[src/rtl/sort_sbu_cnt_pkg.sv]
// Shared parameters for the sort bucket unit, plus the helper that sizes the
// per-bucket increment count.
package sort_sbu_cnt_pkg;

  localparam int SORT_PERF_SBU_TILE_NUM = 4;
  localparam int SORT_PERF_SBU_NUM      = SORT_PERF_SBU_TILE_NUM * 4;
  localparam int SORT_FUC_MAX_NUM       = 1024;

  localparam int SORT_SBU_CNT_W     = 4;
  localparam int SORT_SBU_WR_PORTS  = 2;
  localparam int SORT_SBU_CLR_ON_RD = 1;

  // Bits needed to hold 0..lanes (how many lanes can hit one bucket at once).
  function automatic int sort_sbu_lane_cnt_w(input int lanes);
    return (lanes < 1) ? 1 : $clog2(lanes + 1);
  endfunction

endpackage

[src/rtl/sort_sbu_cnt_if.sv]
// AGU increment lanes, PRU read request/response channel and status outputs of
// the sort bucket unit, bundled for the unit's port list.
interface sort_sbu_cnt_if
  import sort_sbu_cnt_pkg::*;
#(
  parameter int NUM      = SORT_PERF_SBU_NUM,
  parameter int CNT_W    = SORT_SBU_CNT_W,
  parameter int WR_PORTS = SORT_SBU_WR_PORTS
);
  localparam int ADDR_W = $clog2(NUM);

  logic [WR_PORTS-1:0]        agu2sbu_vld_i;
  logic [WR_PORTS*ADDR_W-1:0] agu2sbu_addr_i;
  logic                       sbu_flush_i;

  // Read request and response both use valid/ready: a transfer happens on a
  // rising clk edge where valid and ready are both high; the sender holds its
  // payload stable while valid is high and ready is low.
  logic                       pru2sbu_rd_vld_i;
  logic [ADDR_W-1:0]          pru2sbu_rd_addr_i;
  logic                       sbu2pru_rd_rdy_o;
  logic                       sbu2pru_rsp_vld_o;
  logic                       sbu2pru_rsp_rdy_i;
  logic [ADDR_W-1:0]          sbu2pru_rsp_addr_o;
  logic [CNT_W-1:0]           sbu2pru_rsp_cnt_o;

  logic [NUM-1:0]             sbu2pru_occ_o;
  logic                       sbu2pru_any_o;
  logic                       sbu_ovf_o;

  modport master (
    output agu2sbu_vld_i, agu2sbu_addr_i, sbu_flush_i,
    output pru2sbu_rd_vld_i, pru2sbu_rd_addr_i, sbu2pru_rsp_rdy_i,
    input  sbu2pru_rd_rdy_o, sbu2pru_rsp_vld_o, sbu2pru_rsp_addr_o, sbu2pru_rsp_cnt_o,
    input  sbu2pru_occ_o, sbu2pru_any_o, sbu_ovf_o
  );

  modport slave (
    input  agu2sbu_vld_i, agu2sbu_addr_i, sbu_flush_i,
    input  pru2sbu_rd_vld_i, pru2sbu_rd_addr_i, sbu2pru_rsp_rdy_i,
    output sbu2pru_rd_rdy_o, sbu2pru_rsp_vld_o, sbu2pru_rsp_addr_o, sbu2pru_rsp_cnt_o,
    output sbu2pru_occ_o, sbu2pru_any_o, sbu_ovf_o
  );

endinterface

[src/rtl/sort_sbu_cnt_cell.sv]
// One bucket: saturating occupancy counter emptied by reads (clear or
// decrement) and bumped by however many AGU lanes hit it this cycle.
module sort_sbu_cnt_cell
  import sort_sbu_cnt_pkg::*;
#(
  parameter int CNT_W     = SORT_SBU_CNT_W,
  parameter int INC_W     = 2,
  parameter int CLR_ON_RD = SORT_SBU_CLR_ON_RD
) (
  input  logic             clk,
  input  logic             rst,
  input  logic [INC_W-1:0] i_inc,
  input  logic             i_rd,
  input  logic             i_flush,
  output logic [CNT_W-1:0] o_cnt,
  output logic             o_occ,
  output logic             o_sat
);
  localparam int SUM_W = CNT_W + INC_W;
  localparam logic [SUM_W-1:0] CNT_MAX = SUM_W'((1 << CNT_W) - 1);

  logic [CNT_W-1:0] r_cnt;
  logic [CNT_W-1:0] w_base;
  logic [SUM_W-1:0] w_sum;

  // The read takes effect before the increments, so a colliding increment survives.
  always_comb begin
    w_base = r_cnt;
    if (i_rd) begin
      if (CLR_ON_RD != 0) w_base = '0;
      else                w_base = r_cnt - CNT_W'(r_cnt != '0);
    end
    w_sum = SUM_W'(w_base) + SUM_W'(i_inc);
  end

  assign o_sat = (w_sum > CNT_MAX);

  always_ff @(posedge clk or negedge rst) begin
    if (!rst)         r_cnt <= '0;
    else if (i_flush) r_cnt <= '0;
    else if (o_sat)   r_cnt <= '1;
    else              r_cnt <= w_sum[CNT_W-1:0];
  end

  assign o_cnt = r_cnt;
  assign o_occ = (r_cnt != '0);

endmodule

[src/rtl/sort_sbu_cnt.sv]
// Sort bucket unit: per-bucket saturating counters fed by AGU lanes, read and
// emptied by the PRU through a registered single-entry response stage.
module sort_sbu_cnt
  import sort_sbu_cnt_pkg::*;
#(
  parameter int SORT_PERF_SBU_NUM  = sort_sbu_cnt_pkg::SORT_PERF_SBU_NUM,
  parameter int SORT_SBU_CNT_W     = sort_sbu_cnt_pkg::SORT_SBU_CNT_W,
  parameter int SORT_SBU_WR_PORTS  = sort_sbu_cnt_pkg::SORT_SBU_WR_PORTS,
  parameter int SORT_SBU_CLR_ON_RD = sort_sbu_cnt_pkg::SORT_SBU_CLR_ON_RD
) (
  input logic           clk,
  input logic           rst,
  sort_sbu_cnt_if.slave bus
);
  localparam int SORT_FUC_SBU_ADDR_W = $clog2(SORT_PERF_SBU_NUM);
  localparam int AW    = SORT_FUC_SBU_ADDR_W;
  localparam int CW    = SORT_SBU_CNT_W;
  localparam int INC_W = sort_sbu_lane_cnt_w(SORT_SBU_WR_PORTS);

  logic [INC_W-1:0]             w_inc [SORT_PERF_SBU_NUM];
  logic [CW-1:0]                w_cnt [SORT_PERF_SBU_NUM];
  logic [SORT_PERF_SBU_NUM-1:0] w_occ;
  logic [SORT_PERF_SBU_NUM-1:0] w_sat;
  logic [SORT_PERF_SBU_NUM-1:0] w_rd_hit;
  logic                         w_rd_rdy;
  logic                         w_acc;

  logic          r_rsp_vld;
  logic [AW-1:0] r_rsp_addr;
  logic [CW-1:0] r_rsp_cnt;
  logic          r_ovf;

  // Lane decode: per bucket, how many lanes target it this cycle.
  always_comb begin
    for (int b = 0; b < SORT_PERF_SBU_NUM; b++) begin
      w_inc[b] = '0;
      for (int k = 0; k < SORT_SBU_WR_PORTS; k++) begin
        if (bus.agu2sbu_vld_i[k] && (bus.agu2sbu_addr_i[k*AW +: AW] == AW'(b)))
          w_inc[b] = w_inc[b] + INC_W'(1);
      end
    end
  end

  assign w_rd_rdy = ~r_rsp_vld | bus.sbu2pru_rsp_rdy_i;
  assign w_acc    = bus.pru2sbu_rd_vld_i & w_rd_rdy;

  for (genvar b = 0; b < SORT_PERF_SBU_NUM; b++) begin : g_bucket
    assign w_rd_hit[b] = w_acc && (bus.pru2sbu_rd_addr_i == AW'(b));

    sort_sbu_cnt_cell #(
      .CNT_W     (CW),
      .INC_W     (INC_W),
      .CLR_ON_RD (SORT_SBU_CLR_ON_RD)
    ) u_cell (
      .clk     (clk),
      .rst     (rst),
      .i_inc   (w_inc[b]),
      .i_rd    (w_rd_hit[b]),
      .i_flush (bus.sbu_flush_i),
      .o_cnt   (w_cnt[b]),
      .o_occ   (w_occ[b]),
      .o_sat   (w_sat[b])
    );
  end

  // Response captures the pre-update count, so flush or collisions never alter it.
  always_ff @(posedge clk or negedge rst) begin
    if (!rst) begin
      r_rsp_vld  <= 1'b0;
      r_rsp_addr <= '0;
      r_rsp_cnt  <= '0;
    end else if (w_acc) begin
      r_rsp_vld  <= 1'b1;
      r_rsp_addr <= bus.pru2sbu_rd_addr_i;
      r_rsp_cnt  <= w_cnt[bus.pru2sbu_rd_addr_i];
    end else if (bus.sbu2pru_rsp_rdy_i) begin
      r_rsp_vld  <= 1'b0;
    end
  end

  always_ff @(posedge clk or negedge rst) begin
    if (!rst)                 r_ovf <= 1'b0;
    else if (bus.sbu_flush_i) r_ovf <= 1'b0;
    else if (|w_sat)          r_ovf <= 1'b1;
  end

  assign bus.sbu2pru_rd_rdy_o   = w_rd_rdy;
  assign bus.sbu2pru_rsp_vld_o  = r_rsp_vld;
  assign bus.sbu2pru_rsp_addr_o = r_rsp_addr;
  assign bus.sbu2pru_rsp_cnt_o  = r_rsp_cnt;
  assign bus.sbu2pru_occ_o      = w_occ;
  assign bus.sbu2pru_any_o      = |w_occ;
  assign bus.sbu_ovf_o          = r_ovf;

endmodule

[src/flat_wrapper.sv]
// flat-port wrapper written by rule: the top's interface ports become plain ports
module sort_sbu_cnt_flat import sort_sbu_cnt_pkg::*;
#(
  parameter int SORT_PERF_SBU_NUM  = sort_sbu_cnt_pkg::SORT_PERF_SBU_NUM,
  parameter int SORT_SBU_CNT_W     = sort_sbu_cnt_pkg::SORT_SBU_CNT_W,
  parameter int SORT_SBU_WR_PORTS  = sort_sbu_cnt_pkg::SORT_SBU_WR_PORTS,
  parameter int SORT_SBU_CLR_ON_RD = sort_sbu_cnt_pkg::SORT_SBU_CLR_ON_RD
)
  (clk, rst, bus_agu2sbu_vld_i, bus_agu2sbu_addr_i, bus_sbu_flush_i, bus_pru2sbu_rd_vld_i, bus_pru2sbu_rd_addr_i, bus_sbu2pru_rsp_rdy_i, bus_sbu2pru_rd_rdy_o, bus_sbu2pru_rsp_vld_o, bus_sbu2pru_rsp_addr_o, bus_sbu2pru_rsp_cnt_o, bus_sbu2pru_occ_o, bus_sbu2pru_any_o, bus_sbu_ovf_o);
  sort_sbu_cnt_if bus_i ();
  input logic clk;
  input logic rst;
  input wire logic [$bits(bus_i.agu2sbu_vld_i)-1:0] bus_agu2sbu_vld_i;
  input wire logic [$bits(bus_i.agu2sbu_addr_i)-1:0] bus_agu2sbu_addr_i;
  input wire logic [$bits(bus_i.sbu_flush_i)-1:0] bus_sbu_flush_i;
  input wire logic [$bits(bus_i.pru2sbu_rd_vld_i)-1:0] bus_pru2sbu_rd_vld_i;
  input wire logic [$bits(bus_i.pru2sbu_rd_addr_i)-1:0] bus_pru2sbu_rd_addr_i;
  input wire logic [$bits(bus_i.sbu2pru_rsp_rdy_i)-1:0] bus_sbu2pru_rsp_rdy_i;
  output wire logic [$bits(bus_i.sbu2pru_rd_rdy_o)-1:0] bus_sbu2pru_rd_rdy_o;
  output wire logic [$bits(bus_i.sbu2pru_rsp_vld_o)-1:0] bus_sbu2pru_rsp_vld_o;
  output wire logic [$bits(bus_i.sbu2pru_rsp_addr_o)-1:0] bus_sbu2pru_rsp_addr_o;
  output wire logic [$bits(bus_i.sbu2pru_rsp_cnt_o)-1:0] bus_sbu2pru_rsp_cnt_o;
  output wire logic [$bits(bus_i.sbu2pru_occ_o)-1:0] bus_sbu2pru_occ_o;
  output wire logic [$bits(bus_i.sbu2pru_any_o)-1:0] bus_sbu2pru_any_o;
  output wire logic [$bits(bus_i.sbu_ovf_o)-1:0] bus_sbu_ovf_o;
  assign bus_i.agu2sbu_vld_i = bus_agu2sbu_vld_i;
  assign bus_i.agu2sbu_addr_i = bus_agu2sbu_addr_i;
  assign bus_i.sbu_flush_i = bus_sbu_flush_i;
  assign bus_i.pru2sbu_rd_vld_i = bus_pru2sbu_rd_vld_i;
  assign bus_i.pru2sbu_rd_addr_i = bus_pru2sbu_rd_addr_i;
  assign bus_i.sbu2pru_rsp_rdy_i = bus_sbu2pru_rsp_rdy_i;
  assign bus_sbu2pru_rd_rdy_o = bus_i.sbu2pru_rd_rdy_o;
  assign bus_sbu2pru_rsp_vld_o = bus_i.sbu2pru_rsp_vld_o;
  assign bus_sbu2pru_rsp_addr_o = bus_i.sbu2pru_rsp_addr_o;
  assign bus_sbu2pru_rsp_cnt_o = bus_i.sbu2pru_rsp_cnt_o;
  assign bus_sbu2pru_occ_o = bus_i.sbu2pru_occ_o;
  assign bus_sbu2pru_any_o = bus_i.sbu2pru_any_o;
  assign bus_sbu_ovf_o = bus_i.sbu_ovf_o;
  sort_sbu_cnt #(.SORT_PERF_SBU_NUM(SORT_PERF_SBU_NUM), .SORT_SBU_CNT_W(SORT_SBU_CNT_W), .SORT_SBU_WR_PORTS(SORT_SBU_WR_PORTS), .SORT_SBU_CLR_ON_RD(SORT_SBU_CLR_ON_RD)) u_core (.clk(clk), .rst(rst), .bus(bus_i));
endmodule
[config.mk]
export PLATFORM = sky130hd
export DESIGN_NAME = sort_sbu_cnt_flat
export DESIGN_NICKNAME = d
export VERILOG_FILES = /design/src/rtl/sort_sbu_cnt_pkg.sv /design/src/rtl/sort_sbu_cnt_if.sv /design/src/rtl/sort_sbu_cnt_cell.sv /design/src/rtl/sort_sbu_cnt.sv /design/src/flat_wrapper.sv
export SDC_FILE = /design/constraint.sdc
export NUM_CORES = 1
export LEC_CHECK = 0
export CORE_MARGIN = 10
export CORE_UTILIZATION = 45
export DETAILED_ROUTE_END_ITERATION = 10
export GPL_ROUTABILITY_DRIVEN = 1
export GPL_TIMING_DRIVEN = 0
export MAX_ROUTING_LAYER = met4
export PLACE_DENSITY = 0.74
export SLEW_MARGIN = 0
export SYNTH_ARGS = -nofsm -noshare
export SYNTH_HDL_FRONTEND = slang
export SYNTH_SLANG_ARGS = --single-unit
[constraint.sdc]
create_clock -name clk -period 4.2 [get_ports clk]
set_input_delay 0.84 -clock clk [delete_from_list [all_inputs] [get_ports clk]]
set_output_delay 0.84 -clock clk [all_outputs]
set_load 0.01 [all_outputs]
==> run_1/cell_density.png <==
13 x 13 tiles, from white (low) to dark blue (high), 0 to 100% covered.
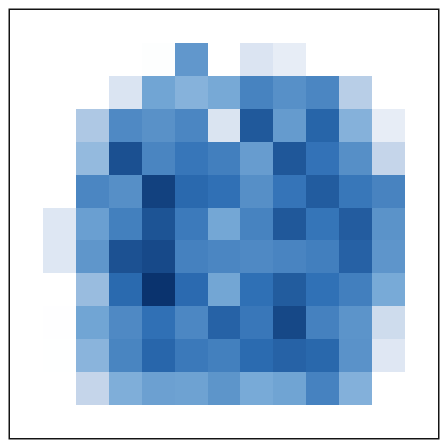
mean over tiles: 37%
tiles over 75% full: 14%
nearly empty tiles: 40%
fullest tile: 99%
emptiest ninth of the die: upper left
densest ninth of the die: centre

==> run_1/layer_met2.png <==
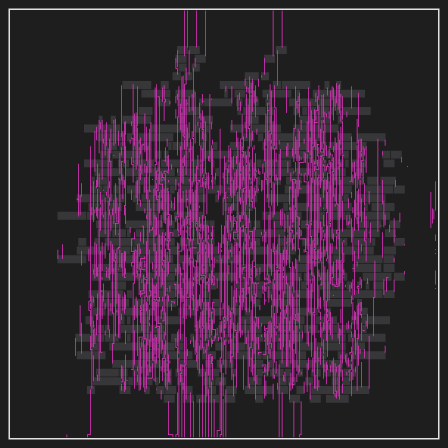
nets with wire on the layer: 652
longest straight run: 53.7 um
main direction: vertical

==> run_1/flops_by_reg.png <==
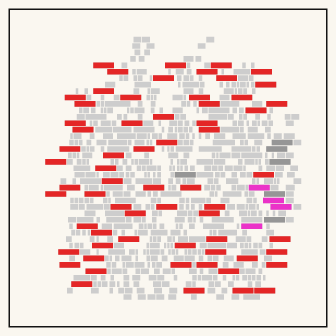
[u_core.bus.sbu2pru_rsp_cnt_o] magenta | sequential cells: 4 | where: middle right
[u_core.g_bucket.u_cell.o_cnt] red | sequential cells: 64
not coloured: 6

==> results_tabular.tex, run 1 <==
% Implementation results table
\begin{tabular}{lr}
\hline
Metric & Value \\
\hline
\multicolumn{2}{l}{\textbf{Die}} \\
Die x size & 133.5 um \\
Total I/O pin count & 47 \\
Core Footprint & $\sim$13000 um\^{}2 \\
\multicolumn{2}{l}{\textbf{Synth}} \\
Ranking of synthesized cells by instance count & sky130\_fd\_sc\_hd\_\_dfrtp\_1, sky130\_fd\_sc\_hd\_\_a21oi\_1, sky130\_fd\_sc\_hd\_\_ha\_1 \\
Synthesized-area fraction occupied by ao, oa, aoi and oai cells & 0.09469 \\
Area share of the largest cell type after synthesis & 0.3192 \\
Mapped Area & slightly below 6000 um\^{}2 \\
Post-synth seq share & 0.3192 \\
Main combinational cell family by area after synthesis & simple AND/OR/NAND/NOR gates \\
Share of synthesized registers carrying an async set or reset & 1.000 \\
Number of instances in the synthesized netlist & 583 \\
Post-Synth XOR/XNOR Area & 0 \\
Number of flops mapped to enable cells by yosys & 0 \\
Dominant Register Cell & sky130\_fd\_sc\_hd\_\_dfrtp\_1 \\
\multicolumn{2}{l}{\textbf{Power and ir drop}} \\
VDD IR-drop max & around 0.00017 V \\
Clock network fraction of design power & 0.441 \\
Combinational share of power & 0.144 \\
P\_sw & around 0.00047 W \\
Max power group & clock \\
\multicolumn{2}{l}{\textbf{Global route}} \\
Global-route wire length before repair & between 20000 and 30000 um \\
\multicolumn{2}{l}{\textbf{Worst setup path}} \\
Worst-case reg-to-reg path depth & 12 \\
Worst path slowest cell & sky130\_fd\_sc\_hd\_\_clkdlybuf4s50\_1 \\
Endpoint of the worst-slack reg-to-reg timing path & u\_core.bus.sbu\_ovf\_o\$\_DFFE\_PN0P\_ \\
Critical Path RT & around 4.4 ns \\
Worst setup EP type & flop \\
Data arrival, critical path & between 4 and 5 ns \\
Crit-path most repeated cell & sky130\_fd\_sc\_hd\_\_buf\_4 \\
Startpoint of the worst-slack reg-to-reg timing path & u\_core.bus.sbu2pru\_rsp\_vld\_o\$\_DFFE\_PN0P\_ \\
Capturing element of the worst setup path & u\_core.bus.sbu\_ovf\_o\$\_DFFE\_PN0P\_ \\
Largest fanout of any net on the critical path & 10 \\
\multicolumn{2}{l}{\textbf{Finish}} \\
Sequential fraction of total cell area & 0.2741 \\
Inverter count & 36 \\
Clock Network Area Fraction & 0.04333 \\
Max FFs per register & 64 \\
Layout non-clock buf frac & 0.1035 \\
Finished Core Util & 0.5354 \\
ANT cells & 0 \\
Largest cell class & logic gates \\
Count of placed standard cells in the final layout, fillers left out & between 800 and 900 \\
\multicolumn{2}{l}{\textbf{Drt}} \\
Mean routed wirelength per cell & 21.22 um \\
WL met2 & $\sim$8600 um \\
M1 WL & between 6000 and 7000 um \\
Count of vias placed by the detailed router & around 5000 \\
\multicolumn{2}{l}{\textbf{Timing}} \\
Final cycle utilization of the critical path & 0.9439 \\
Number of hold violations in the final report & 0 \\
Setup-failing EPs final & 0 \\
Worst path setup slack after routing & about 0.24 ns \\
Rel. slew slack & 0.4617 \\
Smallest hold slack & 0.4765 ns \\
Worst Max-Slew Pin Slew & 0.8075 ns \\
\multicolumn{2}{l}{\textbf{Min path}} \\
Hold/Removal Path Class & in2async \\
\multicolumn{2}{l}{\textbf{Placed design}} \\
Port Buffer Count & 43 \\
Place WS & -0.06910 ns \\
Weighted congestion reported at the end of routability-driven placement & 0.9494 \\
\multicolumn{2}{l}{\textbf{Status}} \\
Run status & complete, no violations \\
\multicolumn{2}{l}{\textbf{Clock tree}} \\
Clock slew seen by the registers of the worst setup and hold paths & around 0.060 ns \\
Total clock sinks & around 74 \\
\multicolumn{2}{l}{\textbf{Job}} \\
Number of warnings in the stage logs & 26 \\
\hline
\end{tabular}
==> run_1/layer_met1.png <==
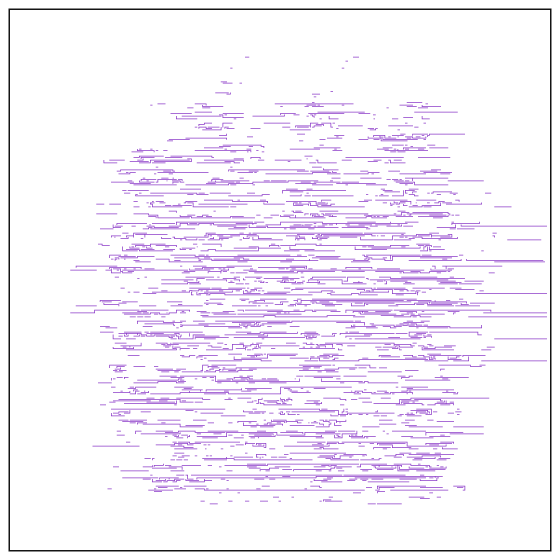

--- run 2 (diff from run 1) ---
--- a/config.mk
+++ b/config.mk
@@ -12,7 +12,7 @@
 export GPL_TIMING_DRIVEN = 0
 export MAX_ROUTING_LAYER = met4
 export PLACE_DENSITY = 0.74
-export SLEW_MARGIN = 0
+export SLEW_MARGIN = 40
 export SYNTH_ARGS = -nofsm -noshare
 export SYNTH_HDL_FRONTEND = slang
 export SYNTH_SLANG_ARGS = --single-unit
==> run_2/layer_met1.png <==
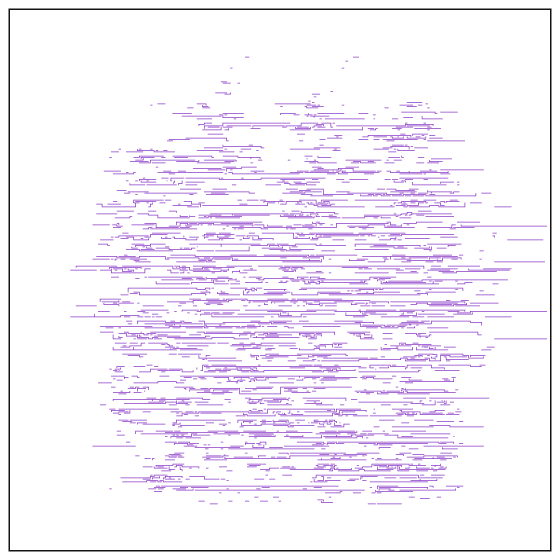
main direction: horizontal
longest straight run: 43.7 um
share of all routed wire: 39%
wire length on this layer: 6830 um
nets with wire on the layer: 692

==> results_tabular.tex, run 2 <==
% Implementation results table
\begin{tabular}{lr}
\hline
Metric & Value \\
\hline
\multicolumn{2}{l}{\textbf{Synth}} \\
Tally of unique sky130hd cells used after synthesis & roughly 53 \\
Top area cell types & sky130\_fd\_sc\_hd\_\_dfrtp\_1, sky130\_fd\_sc\_hd\_\_ha\_1, sky130\_fd\_sc\_hd\_\_fa\_1, sky130\_fd\_sc\_hd\_\_a21oi\_1, sky130\_fd\_sc\_hd\_\_mux4\_2 \\
Dominant Register Cell & sky130\_fd\_sc\_hd\_\_dfrtp\_1 \\
Post-Syn Area per Cell & 9.950 um\^{}2 \\
Number of instances in the synthesized netlist & between 500 and 600 \\
Post-synth seq share & 0.3192 \\
Post-Synth XOR/XNOR Area & 0 \\
Total cells reported by yosys after synthesis & 583 \\
Count of synthesis-stage warnings from yosys & 0 \\
Total cell area reported by yosys after synthesis & just under 6000 um\^{}2 \\
Main combinational cell family by area after synthesis & simple AND/OR/NAND/NOR gates \\
Number of flops mapped to enable cells by yosys & 0 \\
Mapped Area & between 5000 and 6000 um\^{}2 \\
Synthesized-area fraction occupied by ao, oa, aoi and oai cells & 0.09469 \\
Share of synthesized registers carrying an async set or reset & 1.000 \\
Ranking of synthesized cells by instance count & sky130\_fd\_sc\_hd\_\_dfrtp\_1, sky130\_fd\_sc\_hd\_\_a21oi\_1, sky130\_fd\_sc\_hd\_\_ha\_1 \\
FA/HA/MAJ Cells, Area Fraction & 0.1588 \\
Area share of the largest cell type after synthesis & 0.3192 \\
\multicolumn{2}{l}{\textbf{Timing}} \\
Setup total negative slack & 0 ns \\
Worst path setup slack after routing & around 0.25 ns \\
Final cycle utilization of the critical path & 0.9414 \\
Setup-failing EPs final & 0 \\
Clock period minus worst slack & between 3 and 4 ns \\
Smallest hold slack & 0.4023 ns \\
Final Max-Slew Violation Tally & 0 \\
Worst Max-Slew Pin Slew & 0.8400 ns \\
Rel. slew slack & 0.4400 \\
Number of hold violations in the final report & 0 \\
\multicolumn{2}{l}{\textbf{Power and ir drop}} \\
Clock network fraction of design power & 0.442 \\
P\_sw & 0.0004726 W \\
Flop pwr share & 0.413 \\
Power Clock & just under 0.0008 W \\
Max power group & clock \\
Combinational share of power & 0.145 \\
VDD IR-drop max & 0.0001989 V \\
\multicolumn{2}{l}{\textbf{Worst setup path}} \\
Worst path slowest cell & sky130\_fd\_sc\_hd\_\_clkdlybuf4s50\_1 \\
Worst-case reg-to-reg path depth & 12 \\
Crit-path most repeated cell & sky130\_fd\_sc\_hd\_\_buf\_4 \\
Capturing element of the worst setup path & u\_core.bus.sbu\_ovf\_o\$\_DFFE\_PN0P\_ \\
Launch point of the critical path & bus\_pru2sbu\_rd\_addr\_i[0] \\
CP peak stage delay & about 0.67 ns \\
Worst setup EP type & flop \\
Worst Setup Path Type & in2reg \\
Critical Path RT & 4.40 ns \\
Endpoint of the worst-slack reg-to-reg timing path & u\_core.bus.sbu\_ovf\_o\$\_DFFE\_PN0P\_ \\
Largest fanout of any net on the critical path & 10 \\
Startpoint of the worst-slack reg-to-reg timing path & u\_core.bus.sbu2pru\_rsp\_vld\_o\$\_DFFE\_PN0P\_ \\
Data arrival, critical path & 4.15 ns \\
\multicolumn{2}{l}{\textbf{Finish}} \\
Finished Core Util & 0.5357 \\
Max FFs per register & 64 \\
Sequential fraction of total cell area & 0.2739 \\
Largest cell class & logic gates \\
Gate Area & about 3600 um\^{}2 \\
Clock Network Area Fraction & 0.04331 \\
Sequential cell area & about 1900 um\^{}2 \\
Inverter count & 36 \\
Layout non-clock buf frac & 0.1040 \\
ANT cells & 0 \\
Count of placed standard cells in the final layout, fillers left out & about 800 \\
\multicolumn{2}{l}{\textbf{Job}} \\
Number of max-capacitance violations reported & 0 \\
Number of warnings in the stage logs & 26 \\
\multicolumn{2}{l}{\textbf{Clock tree}} \\
Total clock sinks & approximately 74 \\
Clock slew seen by the registers of the worst setup and hold paths & roughly 0.060 ns \\
CTS tree & yes \\
\# Post-CTS Setup Buffers & 0 \\
Cts bufs inserted & 9 \\
\multicolumn{2}{l}{\textbf{Die}} \\
Vertical die size & about 130 um \\
Tap Count & approximately 170 \\
Total I/O pin count & about 47 \\
Core Footprint & about 13000 um\^{}2 \\
Die x size & 133.5 um \\
Effective utilization at floorplan & 0.4596 \\
\multicolumn{2}{l}{\textbf{Drt}} \\
DR iter-0 viols & around 480 \\
First drt pass iteration count & 7 \\
WL met2 & between 8000 and 9000 um \\
M1 WL & roughly 7000 um \\
Mean routed wirelength per cell & 21.37 um \\
Count of vias placed by the detailed router & roughly 5000 \\
\multicolumn{2}{l}{\textbf{Placed design}} \\
Weighted congestion reported at the end of routability-driven placement & about 0.95 \\
HPWL after DPL & 13340 um \\
Place WS & -0.07532 ns \\
Port Buffer Count & approximately 43 \\
Placed cell areas & between 6000 and 7000 um\^{}2 \\
\multicolumn{2}{l}{\textbf{Global route}} \\
Global-route wire length before repair & roughly 28000 um \\
Largest net degree at the start of global routing & 39 \\
Initial antenna violation count & 0 \\
Global-route layer with the greatest usage & met2 \\
\multicolumn{2}{l}{\textbf{Min path}} \\
Hold/Removal Path Class & in2async \\
\multicolumn{2}{l}{\textbf{Status}} \\
Run status & complete, no violations \\
\hline
\end{tabular}
Power and IR drop assume default switching activity.
